### src/rtl/game_types.sv
`default_nettype none
// +------------------------------------------------------------------+
// | game_types : shared key indices and KEY[3] hold-FSM state type    |
// | Rev 1.0                                                           |
// +------------------------------------------------------------------+
package game_types;

  localparam int KEY_CONFIRM = 0;
  localparam int KEY_RANDOM  = 1;
  localparam int KEY_BACK    = 3;

  typedef enum logic [1:0] {
    H_IDLE    = 2'd0,
    H_HELD    = 2'd1,
    H_LATCHED = 2'd2
  } hold_state_t;

endpackage
`default_nettype wire

### src/rtl/debounce_sync.sv
`default_nettype none
// +------------------------------------------------------------------+
// | debounce_sync : 2-flop synchronizer followed by a stable-time     |
// | debouncer for one asynchronous input.                             |
// | Rev 1.0                                                           |
// +------------------------------------------------------------------+
module debounce_sync #(
  parameter int DB_CYCLES = 1
) (
  input  logic clk,
  input  logic rst,
  input  logic RESET_VAL,
  input  logic din,
  output logic dout
);

  localparam int CNT_W = (DB_CYCLES > 1) ? $clog2(DB_CYCLES) : 1;
  localparam logic [CNT_W-1:0] c_cnt_last = CNT_W'(DB_CYCLES - 1);

  logic             r_meta;
  logic             r_sync;
  logic             r_stable;
  logic [CNT_W-1:0] r_cnt;

  always_ff @(posedge clk or posedge rst) begin
    if (rst) begin
      r_meta   <= RESET_VAL;
      r_sync   <= RESET_VAL;
      r_stable <= RESET_VAL;
      r_cnt    <= '0;
    end else begin
      r_meta <= din;
      r_sync <= r_meta;
      if (r_sync == r_stable) begin
        r_cnt <= '0;
      end else if (r_cnt == c_cnt_last) begin
        // The synced value has differed for DB_CYCLES samples in a row.
        r_stable <= r_sync;
        r_cnt    <= '0;
      end else begin
        r_cnt <= r_cnt + 1'b1;
      end
    end
  end

  assign dout = r_stable;

endmodule
`default_nettype wire

### src/rtl/input_ctrl.sv
`default_nettype none
// +------------------------------------------------------------------+
// | input_ctrl : synchronizes/debounces SW and KEY, decodes the       |
// | candidate digit and emits single-cycle game command pulses.       |
// | Rev 1.0                                                           |
// +------------------------------------------------------------------+
module input_ctrl
  import game_types::*;
#(
  parameter int CLK_HZ      = 50_000_000,
  parameter int DEBOUNCE_MS = 10,
  parameter int HOLD_MS     = 1000
) (
  input  logic       clk,
  input  logic       rst,
  input  logic [9:0] SW,
  input  logic [3:0] KEY,
  output logic [3:0] candidate,
  output logic       sw_valid,
  output logic       confirm_p,
  output logic       confirm_err_p,
  output logic       random_p,
  output logic       back_p,
  output logic       restart_p
);

  localparam int DB_RAW      = CLK_HZ / 1000 * DEBOUNCE_MS;
  localparam int DB_CYCLES   = (DB_RAW < 1) ? 1 : DB_RAW;
  localparam int HOLD_RAW    = CLK_HZ / 1000 * HOLD_MS;
  localparam int HOLD_CYCLES = (HOLD_RAW < 1) ? 1 : HOLD_RAW;
  localparam int HOLD_W      = $clog2(HOLD_CYCLES + 1);
  localparam logic [HOLD_W-1:0] c_hold_last = HOLD_W'(HOLD_CYCLES - 1);

  logic [9:0] w_sw_db;
  logic [3:0] w_key_db;
  logic [3:0] r_key_d;
  logic [3:0] w_press;
  logic       w_unused_key2;

  generate
    for (genvar gi = 0; gi < 10; gi++) begin : g_sw_db
      debounce_sync #(.DB_CYCLES(DB_CYCLES)) u_db (
        .clk       (clk),
        .rst       (rst),
        .RESET_VAL (1'b0),
        .din       (SW[gi]),
        .dout      (w_sw_db[gi])
      );
    end
    for (genvar gk = 0; gk < 4; gk++) begin : g_key_db
      debounce_sync #(.DB_CYCLES(DB_CYCLES)) u_db (
        .clk       (clk),
        .rst       (rst),
        .RESET_VAL (1'b1),
        .din       (KEY[gk]),
        .dout      (w_key_db[gk])
      );
    end
  endgenerate

  // Keys are active-low: a press is a debounced 1 -> 0 transition.
  assign w_press       = r_key_d & ~w_key_db;
  assign w_unused_key2 = w_press[2];

  logic       w_onehot;
  logic [3:0] w_idx;
  logic [3:0] w_pop;

  always_comb begin
    w_pop = '0;
    w_idx = '0;
    for (int i = 0; i < 10; i++) begin
      if (w_sw_db[i]) begin
        w_pop = w_pop + 4'd1;
        w_idx = 4'(i);
      end
    end
    w_onehot = (w_pop == 4'd1);
  end

  always_ff @(posedge clk or posedge rst) begin
    if (rst) begin
      r_key_d       <= 4'hF;
      sw_valid      <= 1'b0;
      candidate     <= '0;
      confirm_p     <= 1'b0;
      confirm_err_p <= 1'b0;
      random_p      <= 1'b0;
    end else begin
      r_key_d       <= w_key_db;
      sw_valid      <= w_onehot;
      candidate     <= w_onehot ? w_idx : 4'd0;
      random_p      <= w_press[KEY_RANDOM];
      // A simultaneous random request suppresses either confirm outcome.
      confirm_p     <= w_press[KEY_CONFIRM] & ~w_press[KEY_RANDOM] & sw_valid;
      confirm_err_p <= w_press[KEY_CONFIRM] & ~w_press[KEY_RANDOM] & ~sw_valid;
    end
  end

  hold_state_t       r_hold_state;
  hold_state_t       w_hold_next;
  logic [HOLD_W-1:0] r_hold_cnt;
  logic [HOLD_W-1:0] w_hold_cnt_next;
  logic              w_back_next;
  logic              w_restart_next;

  always_ff @(posedge clk or posedge rst) begin
    if (rst) begin
      r_hold_state <= H_IDLE;
      r_hold_cnt   <= '0;
      back_p       <= 1'b0;
      restart_p    <= 1'b0;
    end else begin
      r_hold_state <= w_hold_next;
      r_hold_cnt   <= w_hold_cnt_next;
      back_p       <= w_back_next;
      restart_p    <= w_restart_next;
    end
  end

  always_comb begin
    w_hold_next     = r_hold_state;
    w_hold_cnt_next = r_hold_cnt;
    w_back_next     = 1'b0;
    w_restart_next  = 1'b0;
    case (r_hold_state)
      H_IDLE: begin
        if (w_press[KEY_BACK]) begin
          w_hold_next     = H_HELD;
          w_hold_cnt_next = '0;
        end
      end
      H_HELD: begin
        if (r_hold_cnt == c_hold_last) begin
          w_restart_next = 1'b1;
          w_hold_next    = H_LATCHED;
        end else if (w_key_db[KEY_BACK]) begin
          w_back_next = 1'b1;
          w_hold_next = H_IDLE;
        end else begin
          w_hold_cnt_next = r_hold_cnt + 1'b1;
        end
      end
      H_LATCHED: begin
        if (w_key_db[KEY_BACK]) w_hold_next = H_IDLE;
      end
      default: w_hold_next = H_IDLE;
    endcase
  end

endmodule
`default_nettype wire
### config.mk
export PLATFORM = sky130hd
export DESIGN_NAME = input_ctrl
export DESIGN_NICKNAME = d
export VERILOG_FILES = /design/src/rtl/game_types.sv /design/src/rtl/debounce_sync.sv /design/src/rtl/input_ctrl.sv
export SDC_FILE = /design/constraint.sdc
export NUM_CORES = 1
export LEC_CHECK = 0
export CAP_MARGIN = 20
export CORE_UTILIZATION = 60
export CTS_CLUSTER_SIZE = 10
export DETAILED_ROUTE_END_ITERATION = 16
export MAX_ROUTING_LAYER = met4
export PLACE_DENSITY = 0.78
export SLEW_MARGIN = 10
export SYNTH_ARGS = -nofsm -noshare
export SYNTH_HDL_FRONTEND = slang
export SYNTH_SLANG_ARGS = --single-unit
### constraint.sdc
create_clock -name clk -period 28.6 [get_ports clk]
set_input_delay 5.72 -clock clk [delete_from_list [all_inputs] [get_ports clk]]
set_output_delay 5.72 -clock clk [all_outputs]
set_load 0.01 [all_outputs]
==> run_1/registers.png <==
Drawn at 4 px/um. Other sequential cells in the stronger grey, the rest of the logic in the fainter grey.
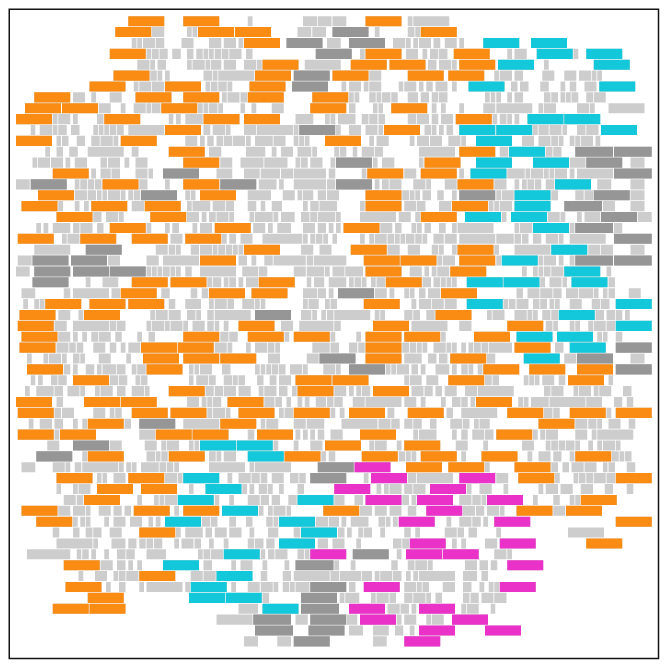
[cyan] g_key_db.u_db.r_cnt | sequential cells: 57
[magenta] r_hold_cnt | sequential cells: 26
[orange] g_sw_db.u_db.r_cnt | sequential cells: 190 | where: spread over the die
not coloured: 54

==> run_1/metal_stack.png <==
Drawn at 2 px/um. Only two layers are drawn.
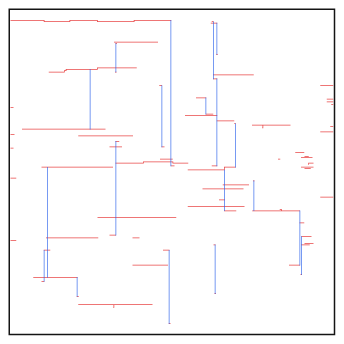
[blue] met4 | wire length: 535 um
[red] met3 | wire length: 749 um
final routed wirelength across all metal layers: 26300 um
GRT Resource Usage Total: 0.218
post-DR wirelength/cell: 13.7 um

==> run_1/final_placement.png <==
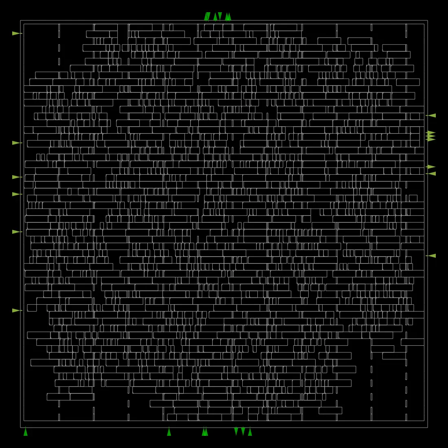
number of tap cells added at floorplan: 330
Flops: 327
proportion of cell area occupied by registers: 0.481
Core Util, Final: 0.679
number of standard-cell rows in the floorplan: 58

==> summary.txt, run 1 <==
fresh numbers from the pnr run: power of the clock network 0.450 mW, instance count after placement with tap cells included 1857, FF+latch count, synth 327, CTS Buf Count 39, instance area at placement 15900 sq um, internal portion of total power 0.750 mW, switching portion of total power 0.212, final weighted congestion in routability-driven placement 0.796, number of hold-repair buffers added at the cts stage 0, actual transition at the worst max-transition pin 880 ps, non-filler cells in the finished layout 1918, clock share of power 0.473, post-synthesis to final-layout area growth 11.1%, critical path class in -> async, synthesized instance count 1536, number of warnings the tools reported 30, Post-layout nets 1607, worst min-delay path category reg -> reg, worst supply voltage drop on vdd 0.0571 mV, type of element launching the critical path input port, share of flip-flops with an asynchronous set or reset after synthesis 1.00, post-synth cell types 55, portion of the clock cycle consumed by the worst path in the final layout 0.279, Dominant Register Cell dfrtp_1, Logic pwr share 0.027, length of routed wiring on met1 12200 um, switching power summed over all nets 0.202 mW, height of the chip 162 um, H-tree levels 2, initial antenna violation count 0, routed vias/inst 5.44, count of library flops with an enable pin 0, average footprint of a synthesized cell 9.99 sq um, Max Slew Vio Count 0, Reg clk slew, reported paths 50 ps, remaining design rule violation count 0, most common cell after layout, fill and taps aside nor2_1, IO Count 26, length of the first detailed-routing pass in iterations 6, initial DRC count 714, post-synth design cell area 15300 sq um, ratio of total power to cell area 55.8 nW/um^2, final period demand of the worst path 7990 ps, number of warnings issued by yosys 0, worst rel slew slack 0.414, Buffers on Ports 24, CTS root buffer clkbuf_16, depth of the most critical reg-to-reg path 27, number of cell instances after yosys synthesis 1536, Met2 Wirelength 12800 um, post-cts repair resize count 0, crit path cell chain clkdlybuf4s50_1, inv_8, buf_4, buf_4, reported max-cap violation count 0, number of routed nets with antenna violations 0, Worst EP required 29110 ps, layout cells sized above 1 0.0617, largest net degree at the start of global routing 117, capture instance of the worst register-to-register path candidate[2]$_DFF_PP0_, die area 26200 sq um, post-CTS setup buffer count 0, Critical Path Sink Type async pin, highest clock rate 0.125 GHz, Top Layout Cells 323 x nor2_1, 315 x dfrtp_1, 142 x xor2_1, launch instance of the worst register-to-register path g_sw_db[0].u_db.dout$_DFFE_PP0P_, Max power group registers, via count of the first global-routing pass 10489, floorplan-stage core utilization 0.611, clock latency on the worst-skew pair 530 ps, Arrival @ worst endpoint 8500 ps, yosys-reported design area after synthesis 15300 sq um, static leakage 7.47 nW, Final Cell Area 17000 sq um, count of cells along the worst hold path 0, status complete, no violations, worst hold endpoint g_sw_db[6].u_db.r_sync$_DFF_PP0_, RSZ-0062 raised after global routing no, CTS tree built, slowest library cell on the worst path buf_4, uppermost layer routed met4, library cell appearing most often on the critical path buf_4
## run 1: per-layer routing
layer / vias up / track usage
met3: 44 / 0.0342
li1: 5175 / -
met2: 112 / 0.359
met5: - / -
met1: 5111 / 0.278
met4: 0 / 0.0682
## run 1: synthesized netlist by cell type (all sizes together), types with 13 or more instances
| cell type | number | area, sq um |
|---|---|---|
| nor3 | 21 | 105 |
| ha | 23 | 288 |
| a21oi | 22 | 110 |
| nand4 | 20 | 125 |
| xnor2 | 106 | 936 |
| and3 | 43 | 269 |
| inv | 47 | 176 |
| nand2 | 99 | 372 |
| nand3 | 137 | 686 |
| nor2 | 323 | 1210 |
| o21ai | 29 | 153 |
| or2 | 15 | 93.8 |
| nor4 | 22 | 144 |
| nor2b | 13 | 81.3 |
| xor2 | 144 | 1290 |
| dfrtp | 315 | 7880 |
| clkbuf | 28 | 105 |
| or3 | 26 | 163 |
## run 1: cell families (layout without fill, tap and decap cells)
family | Yosys count | after routing | share of synthesized area
AND-OR/OR-AND | 63 | 63 | 0.0239
buffers and inverters | 84 | 136 | 0.0215
multiplexers | 10 | 10 | 0.00718
AND/OR/NAND/NOR | 774 | 774 | 0.242
adder cells (fa/ha/maj) | 23 | 23 | 0.0188
XOR/XNOR | 255 | 255 | 0.152
flip-flops | 327 | 327 | 0.534
## run 1: worst max path at each step
stage | from | endpoint | slack (ps) | cells after the start
after floorplan | rst | back_p$_DFF_PP0_ | 13850 | 1
after global placement | rst | g_key_db[0].u_db.r_cnt[11]$_DFF_PP0_ | 19920 | 4
after detailed placement | rst | g_key_db[0].u_db.r_cnt[16]$_DFF_PP0_ | 19920 | 4
after CTS | rst | g_key_db[1].u_db.r_cnt[7]$_DFF_PP0_ | 20450 | 4
after global routing | rst | g_key_db[0].u_db.r_cnt[2]$_DFF_PP0_ | 20140 | 4
final | rst | g_key_db[1].u_db.r_cnt[11]$_DFF_PP0_ | 20610 | 4
## run 1: flip-flops by register name (all words and copies together) (netlist names), 2 cells and up
| register | flops |
|---|---|
| g_sw_db.u_db.r_sync | 10 |
| g_sw_db.u_db.r_meta | 10 |
| g_key_db.u_db.r_meta | 3 |
| g_key_db.u_db.r_cnt | 57 |
| g_sw_db.u_db.r_cnt | 190 |
| r_hold_state | 2 |
| g_sw_db.u_db.dout | 10 |
| g_key_db.u_db.r_sync | 3 |
| g_key_db.u_db.dout | 3 |
| candidate | 4 |
| r_hold_cnt | 26 |
| r_key_d | 3 |
## run 1: area by class of cell
type / instances / area, sq um / area share
Sequential cell: 327 / 8200 / 0.481
Clock buffer: 58 / 1100 / 0.0645
Clock inverter: 3 / 55.1 / 0.00323
Tap cell: 330 / 413 / 0.0242
Inverter: 47 / 184 / 0.0108
Multi-Input combinational cell: 1125 / 6820 / 0.400
Timing Repair Buffer: 28 / 270 / 0.0159
## run 1: critical path: cells and delay by family
| family | cells | cell delay (ps) |
|---|---|---|
| buffers and inverters | 4 | 2690 |
--- run 2 (diff from run 1) ---
Settings changed: CORE_UTILIZATION 60 to 57.
Clock period 28.6 ns to 7.2 ns, I/O delays scaled along.
==> run_2/port_nets.png <==
Drawn at 3 px/um.
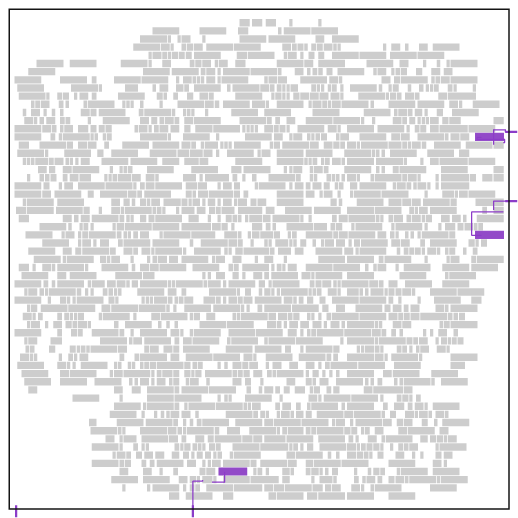
[purple] KEY | direction: input | end cells: 3 | buffers: 3 | wire: 71.5 um
Buffers on Ports: 24
IO Count: 26

==> summary.txt, run 2 <==
fresh numbers from the pnr run: clock latency on the worst-skew pair 510 ps, final weighted congestion in routability-driven placement 0.828, violations in the final reports DRC, number of hold-repair buffers added at the cts stage 0, post-synthesis to final-layout area growth 11.2%, RSZ-0062 raised after global routing no, type of element launching the critical path register, post-DR wirelength/cell 13.6 um, layout cells sized above 1 0.0609, launch instance of the worst register-to-register path g_sw_db[0].u_db.dout$_DFFE_PP0P_, ratio of total power to cell area 220 nW/um^2, height of the chip 166 um, most area-consuming cells after synthesis dfrtp_1 51%, xor2_1 8.1%, nor2_1 7.9%, worst rel slew slack 0.392, number of warnings the tools reported 30, most common library cells after synthesis 323 x nor2_1, 315 x dfrtp_1, 142 x xor2_1, 137 x nand3_1, 105 x xnor2_1, remaining design rule violation count 3, Dominant Register Cell dfrtp_1, library cell with the highest instance count after synthesis nor2_1, H-tree levels 2, top area contributor share 0.514, portion of the clock cycle consumed by the worst path in the final layout 0.775, worst hold endpoint g_sw_db[8].u_db.r_sync$_DFF_PP0_, depth of the most critical reg-to-reg path 27, count of cells along the worst hold path 0, number of warnings issued by yosys 0, slowest library cell on the worst path or4b_4, critical path class reg -> reg, instance area at placement 15900 sq um, Final Cell Area 17100 sq um, static leakage 7.47 nW, status finished with violations, final routed wirelength across all metal layers 26200 um, Arrival @ worst endpoint 5980 ps, highest clock rate 0.179 GHz, length of the first detailed-routing pass in iterations 11, number of routed nets with antenna violations 0, capture instance of the worst register-to-register path candidate[2]$_DFF_PP0_, number of cell instances after yosys synthesis 1536, largest net degree at the start of global routing 169, Post-Synth Simple-Gate Area 0.242, initial antenna violation count 0, die area 27600 sq um
==> run_2/final_placement.png <==
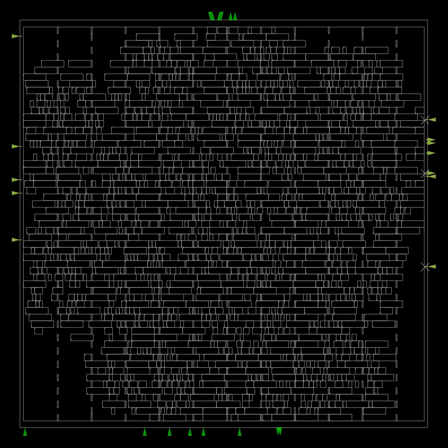
non-filler cells in the finished layout: 1928
number of tap cells added at floorplan: 335
Core Util, Final: 0.651
proportion of cell area occupied by registers: 0.480
area of the core: 26200 sq um

==> run 2: cell counts after synthesis <==
No cell type changed its count.
==> run 2: power by group <==
part / total, mW / switching, mW / leakage (nW) / internal, mW
combinational: 0.106 / 0.0742 / 2.48 / 0.0321
sequential: 1.89 / 0.0229 / 4.45 / 1.87
clock: 1.76 / 0.703 / 0.541 / 1.05
total: 3.75 / 0.800 / 7.47 / 2.95
==> run 2: how the worst max path moves through the flow <==
| stage | endpoint | startpoint | depth (start not counted) |
|---|---|---|---|
| after floorplan | back_p$_DFF_PP0_ | rst | 1 |
| after global placement | candidate[2]$_DFF_PP0_ | g_sw_db[0].u_db.dout$_DFFE_PP0P_ | 27 |
| after detailed placement | candidate[2]$_DFF_PP0_ | g_sw_db[1].u_db.dout$_DFFE_PP0P_ | 27 |
| after CTS | candidate[2]$_DFF_PP0_ | g_sw_db[0].u_db.dout$_DFFE_PP0P_ | 27 |
| after global routing | candidate[2]$_DFF_PP0_ | g_sw_db[0].u_db.dout$_DFFE_PP0P_ | 28 |
| final | candidate[2]$_DFF_PP0_ | g_sw_db[0].u_db.dout$_DFFE_PP0P_ | 27 |
==> run 2: cell families (layout without fill, tap and decap cells) <==
family                   Yosys count  in the layout
AND-OR/OR-AND                     63             63
flip-flops                       327            327
XOR/XNOR                         255            255
AND/OR/NAND/NOR                  774            774
buffers and inverters             84            141
adder cells (fa/ha/maj)           23             23
multiplexers                      10             10
==> run 2: cell type report <==
type	instances	area (sq um)
fillers	2009	9150
flip-flops and latches	327	8200
multi-input cells	1125	6820
clock buffers	63	1120
well taps	335	419
repair buffers	29	310
inverters	47	180
clock inverters	2	12.5
==> run 2: routing by layer <==
layer  GRT usage  up-vias  part of all wire
met5           -        -                 0
met2       0.335       92              0.48
met3      0.0298       36             0.028
li1            -     5177                 -
met4      0.0536        0             0.017
met1       0.270     5089              0.48
No activity file was given, so power comes from the tool's default toggle rates.
